[src/rtl/keypad_matrix_scanner.sv]
// Row-at-a-time keypad matrix scanner with press/release debounce, multi-key
// rejection and optional auto-repeat; emits an encoded key with a valid strobe.
module keypad_matrix_scanner #(
  parameter int ROWS         = 4,
  parameter int COLS         = 4,
  parameter int SCAN_DIV     = 48000,
  parameter int DEBOUNCE     = 20,
  parameter int REPEAT_TICKS = 0
) (
  input  logic                          clk,
  input  logic                          reset,
  input  logic [COLS-1:0]               col,
  output logic [ROWS-1:0]               row_drive,
  output logic [$clog2(ROWS*COLS)-1:0]  key_code,
  output logic [$clog2(ROWS)-1:0]       key_row,
  output logic [$clog2(COLS)-1:0]       key_col,
  output logic                          key_valid,
  output logic                          key_held,
  output logic                          multi_err
);

  localparam int ROW_W  = $clog2(ROWS);
  localparam int COL_W  = $clog2(COLS);
  localparam int CODE_W = $clog2(ROWS*COLS);
  localparam int DIV_W  = $clog2(SCAN_DIV);
  localparam int DEB_W  = $clog2(DEBOUNCE + 1);
  localparam int REP_W  = (REPEAT_TICKS > 0) ? $clog2(REPEAT_TICKS + 1) : 1;

  localparam logic [DIV_W-1:0] DIV_LAST = DIV_W'(SCAN_DIV - 1);
  localparam logic [DEB_W-1:0] DEB_LAST = DEB_W'(DEBOUNCE);
  localparam logic [REP_W-1:0] REP_LAST = REP_W'(REPEAT_TICKS);
  localparam logic [ROW_W-1:0] ROW_LAST = ROW_W'(ROWS - 1);

  typedef enum logic [1:0] {
    ST_SCAN     = 2'd0,
    ST_PRESS_DB = 2'd1,
    ST_HELD     = 2'd2,
    ST_REL_DB   = 2'd3
  } state_t;

  function automatic logic [ROWS-1:0] row_onehot(input logic [ROW_W-1:0] idx);
    return {{(ROWS-1){1'b0}}, 1'b1} << idx;
  endfunction

  function automatic logic [COLS-1:0] col_onehot(input logic [COL_W-1:0] idx);
    return {{(COLS-1){1'b0}}, 1'b1} << idx;
  endfunction

  function automatic logic [COL_W-1:0] col_encode(input logic [COLS-1:0] v);
    logic [COL_W-1:0] idx;
    idx = '0;
    for (int i = 0; i < COLS; i++) begin
      if (v[i]) idx = COL_W'(i);
      else      idx = idx;
    end
    return idx;
  endfunction

  logic [1:0]        rst_sync_r;
  logic              rst_n_s;
  logic [COLS-1:0]   col_meta_r, col_sync_r;
  logic [DIV_W-1:0]  div_cnt_r;
  logic              tick_s;
  state_t            state_r, state_nx;
  logic [ROW_W-1:0]  row_idx_r, row_idx_nx, row_next_s;
  logic [ROW_W-1:0]  cand_row_r, cand_row_nx, acc_row_s;
  logic [COL_W-1:0]  cand_col_r, cand_col_nx, acc_col_s;
  logic [DEB_W-1:0]  deb_cnt_r, deb_cnt_nx, rel_cnt_r, rel_cnt_nx;
  logic [REP_W-1:0]  rep_cnt_r, rep_cnt_nx;
  logic [ROWS-1:0]   row_drive_r;
  logic [CODE_W-1:0] key_code_r, key_code_nx;
  logic [ROW_W-1:0]  key_row_r, key_row_nx;
  logic [COL_W-1:0]  key_col_r, key_col_nx;
  logic              key_valid_r, key_valid_nx, key_held_r, key_held_nx;
  logic              multi_err_r, multi_err_nx;
  logic              accept_s, release_s, held_bit_s;

  // Reset synchroniser: asserts immediately, releases on a clock edge.
  always_ff @(posedge clk or negedge reset) begin
    if (!reset) rst_sync_r <= 2'b00;
    else        rst_sync_r <= {rst_sync_r[0], 1'b1};
  end
  assign rst_n_s = rst_sync_r[1];

  // Column synchroniser and free-running scan-tick divider.
  always_ff @(posedge clk or negedge rst_n_s) begin
    if (!rst_n_s) begin
      col_meta_r <= '0;
      col_sync_r <= '0;
      div_cnt_r  <= '0;
    end else begin
      col_meta_r <= col;
      col_sync_r <= col_meta_r;
      div_cnt_r  <= tick_s ? '0 : div_cnt_r + DIV_W'(1);
    end
  end

  assign tick_s     = (div_cnt_r == DIV_LAST);
  assign row_next_s = (row_idx_r == ROW_LAST) ? '0 : row_idx_r + ROW_W'(1);
  assign held_bit_s = col_sync_r[cand_col_r];

  // Next-state and next-output logic; everything advances only on a tick.
  always_comb begin
    state_nx     = state_r;
    row_idx_nx   = row_idx_r;
    cand_row_nx  = cand_row_r;
    cand_col_nx  = cand_col_r;
    deb_cnt_nx   = deb_cnt_r;
    rel_cnt_nx   = rel_cnt_r;
    rep_cnt_nx   = rep_cnt_r;
    key_code_nx  = key_code_r;
    key_row_nx   = key_row_r;
    key_col_nx   = key_col_r;
    key_valid_nx = 1'b0;
    key_held_nx  = key_held_r;
    multi_err_nx = 1'b0;
    accept_s     = 1'b0;
    release_s    = 1'b0;
    acc_row_s    = cand_row_r;
    acc_col_s    = cand_col_r;
    if (tick_s) begin
      case (state_r)
        ST_SCAN: begin
          if (col_sync_r == '0) begin
            row_idx_nx = row_next_s;
          end else if ($onehot(col_sync_r)) begin
            cand_row_nx = row_idx_r;
            cand_col_nx = col_encode(col_sync_r);
            deb_cnt_nx  = DEB_W'(1);
            acc_row_s   = row_idx_r;
            acc_col_s   = col_encode(col_sync_r);
            if (deb_cnt_nx == DEB_LAST) accept_s = 1'b1;
            else                        state_nx = ST_PRESS_DB;
          end else begin
            multi_err_nx = 1'b1;
            row_idx_nx   = row_next_s;
          end
        end
        ST_PRESS_DB: begin
          if (col_sync_r == col_onehot(cand_col_r)) begin
            deb_cnt_nx = deb_cnt_r + DEB_W'(1);
            if (deb_cnt_nx == DEB_LAST) accept_s = 1'b1;
            else                        accept_s = 1'b0;
          end else begin
            state_nx = ST_SCAN;
          end
        end
        ST_HELD: begin
          if (!held_bit_s) begin
            rel_cnt_nx = DEB_W'(1);
            if (rel_cnt_nx == DEB_LAST) release_s = 1'b1;
            else                        state_nx  = ST_REL_DB;
          end else if (REPEAT_TICKS != 0) begin
            rep_cnt_nx = rep_cnt_r + REP_W'(1);
            if (rep_cnt_nx == REP_LAST) begin
              key_valid_nx = 1'b1;
              rep_cnt_nx   = '0;
            end else begin
              key_valid_nx = 1'b0;
            end
          end else begin
            rep_cnt_nx = rep_cnt_r;
          end
        end
        ST_REL_DB: begin
          if (!held_bit_s) begin
            rel_cnt_nx = rel_cnt_r + DEB_W'(1);
            if (rel_cnt_nx == DEB_LAST) release_s = 1'b1;
            else                        release_s = 1'b0;
          end else begin
            state_nx = ST_HELD;
          end
        end
        default: state_nx = ST_SCAN;
      endcase
    end else begin
      state_nx = state_r;
    end
    if (accept_s) begin
      key_row_nx   = acc_row_s;
      key_col_nx   = acc_col_s;
      key_code_nx  = CODE_W'(acc_row_s) * CODE_W'(COLS) + CODE_W'(acc_col_s);
      key_valid_nx = 1'b1;
      key_held_nx  = 1'b1;
      rep_cnt_nx   = '0;
      state_nx     = ST_HELD;
    end else if (release_s) begin
      key_held_nx = 1'b0;
      row_idx_nx  = row_next_s;
      state_nx    = ST_SCAN;
    end else begin
      key_held_nx = key_held_nx;
    end
  end

  // State, counters and registered outputs.
  always_ff @(posedge clk or negedge rst_n_s) begin
    if (!rst_n_s) begin
      state_r     <= ST_SCAN;
      row_idx_r   <= '0;
      cand_row_r  <= '0;
      cand_col_r  <= '0;
      deb_cnt_r   <= '0;
      rel_cnt_r   <= '0;
      rep_cnt_r   <= '0;
      row_drive_r <= {{(ROWS-1){1'b0}}, 1'b1};
      key_code_r  <= '0;
      key_row_r   <= '0;
      key_col_r   <= '0;
      key_valid_r <= 1'b0;
      key_held_r  <= 1'b0;
      multi_err_r <= 1'b0;
    end else begin
      state_r     <= state_nx;
      row_idx_r   <= row_idx_nx;
      cand_row_r  <= cand_row_nx;
      cand_col_r  <= cand_col_nx;
      deb_cnt_r   <= deb_cnt_nx;
      rel_cnt_r   <= rel_cnt_nx;
      rep_cnt_r   <= rep_cnt_nx;
      row_drive_r <= row_onehot(row_idx_nx);
      key_code_r  <= key_code_nx;
      key_row_r   <= key_row_nx;
      key_col_r   <= key_col_nx;
      key_valid_r <= key_valid_nx;
      key_held_r  <= key_held_nx;
      multi_err_r <= multi_err_nx;
    end
  end

  assign row_drive = row_drive_r;
  assign key_code  = key_code_r;
  assign key_row   = key_row_r;
  assign key_col   = key_col_r;
  assign key_valid = key_valid_r;
  assign key_held  = key_held_r;
  assign multi_err = multi_err_r;

endmodule

[config.mk]
export PLATFORM = sky130hd
export DESIGN_NAME = keypad_matrix_scanner
export DESIGN_NICKNAME = d
export VERILOG_FILES = /design/src/rtl/keypad_matrix_scanner.sv
export SDC_FILE = /design/constraint.sdc
export NUM_CORES = 1
export LEC_CHECK = 0
export ABC_AREA = 1
export CAP_MARGIN = 20
export CORE_UTILIZATION = 45
export DETAILED_ROUTE_END_ITERATION = 10
export GPL_TIMING_DRIVEN = 0
export PLACE_DENSITY_LB_ADDON = 0.15
export SLEW_MARGIN = 20
export SYNTH_ARGS = -nofsm -noshare
export SYNTH_HDL_FRONTEND = slang
export SYNTH_SLANG_ARGS = --single-unit
[constraint.sdc]
create_clock -name clk -period 1.7 [get_ports clk]
set_input_delay 0.425 -clock clk [delete_from_list [all_inputs] [get_ports clk]]
set_output_delay 0.425 -clock clk [all_outputs]
set_load 0.01 [all_outputs]
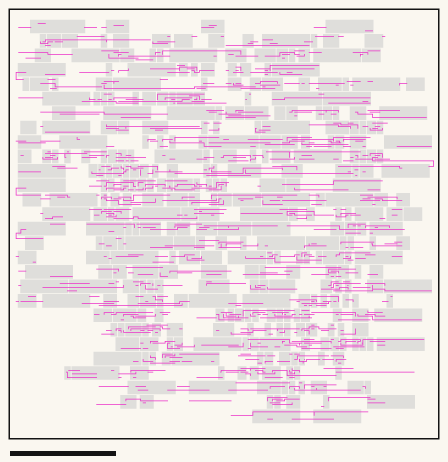
Figure 1: signal wires on met1.
The bar under the picture is 20 um long.
nets with wire on the layer: 352
main direction: horizontal
share of all routed wire: 45%
longest straight run: 21.6 um

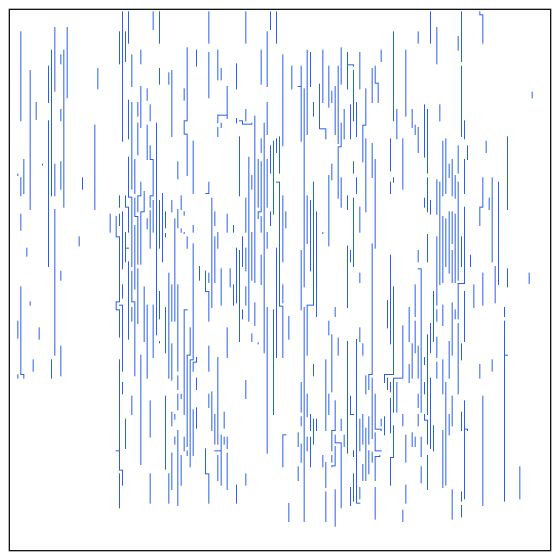
Figure 2: metal 2.
share of all routed wire: 51%
nets with wire on the layer: 302
longest straight run: 34.3 um
wire length on this layer: 2700 um
main direction: vertical

==> impl_metrics.json <==
{
  "status": "complete, but fails checks",
  "failed_checks": "setup timing",
  "ys_warn_count": 0,
  "initialDrtViolationCount": 106,
  "tool_warnings": 32,
  "num_vias": 2157,
  "cts_tree": "yes",
  "hpwl_um": 3510,
  "wl_um": 5320,
  "maxSlewViolCount": 0,
  "cp_slowest_stage_delay_ns": 0.54,
  "grt_pass1_vias": 1989,
  "path_cells": "inv_2 -> fa_1 -> inv_2 -> ha_4 -> ha_4 -> inv_4 -> nand2_4 -> nor2_4 -> nand2_2 -> nor3_4 -> nand2_4 -> nand2_4 -> buf_4 -> nand3_2 -> nand2_1",
  "top_cell_area_share": 0.486,
  "nets": 386,
  "top_area_cell": "dfrtp_1",
  "clkSinkCount": 55,
  "p_total_mw": 2.23,
  "fp_nets": 335,
  "grt_max_degree": 54,
  "clk_path_buf_depth": 2,
  "ys_cells": 319,
  "stdcell_area_mm2": 0.00359,
  "hold_viol": 0,
  "crit_buf_inv": 4,
  "ys_seq_share": 0.495,
  "clk_pin_slew_ns": 0.09,
  "min_period_ns": 2.42,
  "cap_violations": 0,
  "setup_violations": 21,
  "initCoreUtil": 0.467,
  "htree_num_levels": 2,
  "routed_via_density": 4.84,
  "path_class": "reg2reg",
  "die_area_mm2": 0.00650,
  "fin_ws_ns": -0.719,
  "dp_slack_ns": -0.830,
  "die_w_um": 80.6,
  "worstReg2RegEnd": "deb_cnt_r[1]",
  "topCellsByArea": "dfrtp_1 (49%), nand2_1 (8.6%), inv_1 (5.3%), nand3_1 (5.0%), nor2_1 (4.5%)",
  "p_leak_nw": 1.90,
  "placedCellCount": 414,
  "numSynthFlops": 55,
  "path_max_fanout": 7,
  "insertion_delay_ns": 0.31,
  "syn_avg_cell_area_um2": 8.72,
  "peakVddDrop_uv": 424,
  "max_slew_margin": 0.545,
  "worst_pin_slew_ns": 0.682,
  "overflow": 0,
  "hold_path_class": "in2async",
  "fin_tns_setup_ns": -13.15,
  "crit_path_end_kind": "flop",
  "cts-root-buf": "clkbuf_8",
  "portBuffers": 20,
  "ys_chip_area_mm2": 0.00278,
  "synth_cells": 319,
  "reg2reg_setup_slack_ns": -0.72,
  "critical_path.top_delay_family": "adder cells",
  "required_ns": 1.95,
  "synth_cell_types": 33,
  "critical_path.most_common_cell": "nand2_4",
  "power.density_mw_per_mm2": 621,
  "ios": 21,
  "min_period_over_period": 1.42
}
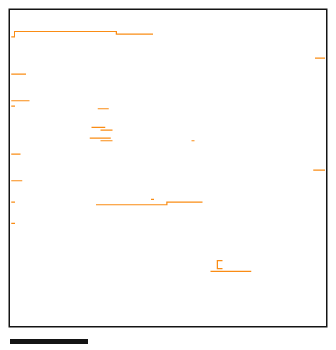
Figure 3: M3 wires.
The bar under the picture is 20 um long.
longest straight run: 26.0 um
nets with wire on the layer: 17

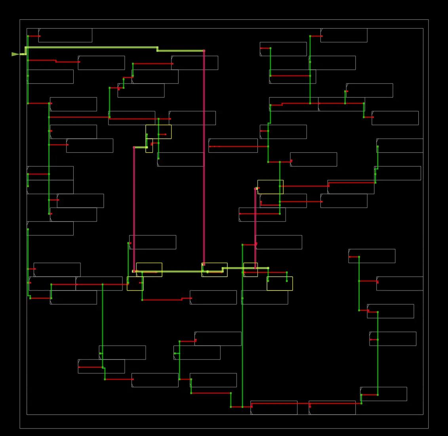
Figure 4: clock nets.
Worst Skew: 0.0103 ns
Layout clock buffers: 6
CTS Buf Count: 5
Clk. pwr: 0.724 mW
Flops: 55

==> cells in the final DEF, fill, tap and decap left out, drive strengths merged <==
master	n
o21ai	22
dlygate4sd2	5
nor2	38
dfstp	1
nor4	3
conb	1
clkbuf	7
nor3	10
nand4	3
fa	1
ha	9
buf	30
dfrtp	54
nand3	32
inv	45
xor2	8
clkdlybuf4s50	11
dlymetal6s2s	4
nand2	74
clkinvlp	1
a21oi	6
nor3b	1
nand3b	1
xnor2	4
==> metal layers <==
| layer | routed length [um] | track usage | vias up |
|---|---|---|---|
| met5 | 0 | 0 | - |
| met4 | 82 | 0.0643 | 0 |
| met3 | 115 | 0.0307 | 6 |
| met2 | 2700 | 0.288 | 27 |
| met1 | 2420 | 0.239 | 1016 |
| li1 | - | - | 1108 |
==> report_power, final <==
part	leakage, nW	total [mW]	internal, mW	switching (mW)
clock network	0.0418	0.724	0.297	0.427
registers	0.730	1.35	1.32	0.0294
logic	1.13	0.156	0.0818	0.0739
==> repair_timing <==
action                                  CTS  global route
endpoints found under the setup margin   33            34
cloned                                    1             0
buffers inserted                          9            14
gates resized                            16            46
pin swaps                                 7            15
==> through the flow <==
step | hold WS [ns] | utilization
floorplan | 0.129 | -
global placement | 0.332 | 0.521
detailed placement | 0.335 | 0.522
CTS | 0.258 | 0.558
global route | 0.261 | 0.602
finish | 0.269 | 0.602
==> flip-flops by register name, summed over array words and instances (netlist names), 4 cells and up <==
signal and count:
key_code 4, col_sync_r 4, deb_cnt_r 5, col_meta_r 4
div_cnt_r 16, rel_cnt_r 5, row_drive 4
==> area by class of cell <==
class	count	area [um2]
clock buffers	6	72.6
repair buffers	43	400
clock inverters	2	16.3
fillers	522	2370
plain buffers	8	62.6
inverters	44	168
well taps	75	93.8
flip-flops and latches	55	1380
multi-input cells	213	1390
==> cell families (layout without fill, tap and decap cells) <==
group                      Yosys count  in the layout  share of synthesized area
AOI/OAI and AO/OA                   28             28                     0.0517
DFF                                 55             55                      0.495
xor gates and xnor gates            12             12                     0.0378
and+or+nand+nor                    161            162                      0.285
buffers and inverters               52            103                     0.0810
adders and majority gates           10             10                     0.0477
other                                1              1                    0.00135
==> synth_stat cells <==
library cell,n
xnor2_1,4
ha_1,9
nor3b_1,1
o21ai_0,16
buf_2,2
clkbuf_2,1
nor3_1,8
nand2_1,64
nor2_8,1
nor2_4,2
fa_1,1
inv_1,39
nor4_1,3
nand3_2,2
nor3_2,2
o21ai_1,5
nand3_1,28
buf_4,4
nand2_2,7
dfstp_2,1
nand4_1,3
nand3b_1,1
xor2_1,8
buf_8,1
conb_1,1
nand2_4,2
nor2_1,33
dfrtp_1,54
a21oi_1,6
inv_2,5
nand3_4,2
o21ai_2,1
nor2_2,2
==> worst max-delay path by stage <==
stage / start / to / slack [ns] / cells after the start
floorplan: col_sync_r[0] / deb_cnt_r[0] / -0.60 / 15
global placement: col_sync_r[0] / key_code[2] / -0.77 / 13
detailed placement: col_sync_r[0] / key_code[2] / -0.83 / 13
CTS: col_sync_r[0] / deb_cnt_r[0] / -0.71 / 15
global route: col_sync_r[0] / deb_cnt_r[0] / -0.82 / 15
finish: col_sync_r[0] / deb_cnt_r[1] / -0.72 / 15
No activity file was given, so power comes from the tool's default toggle rates.
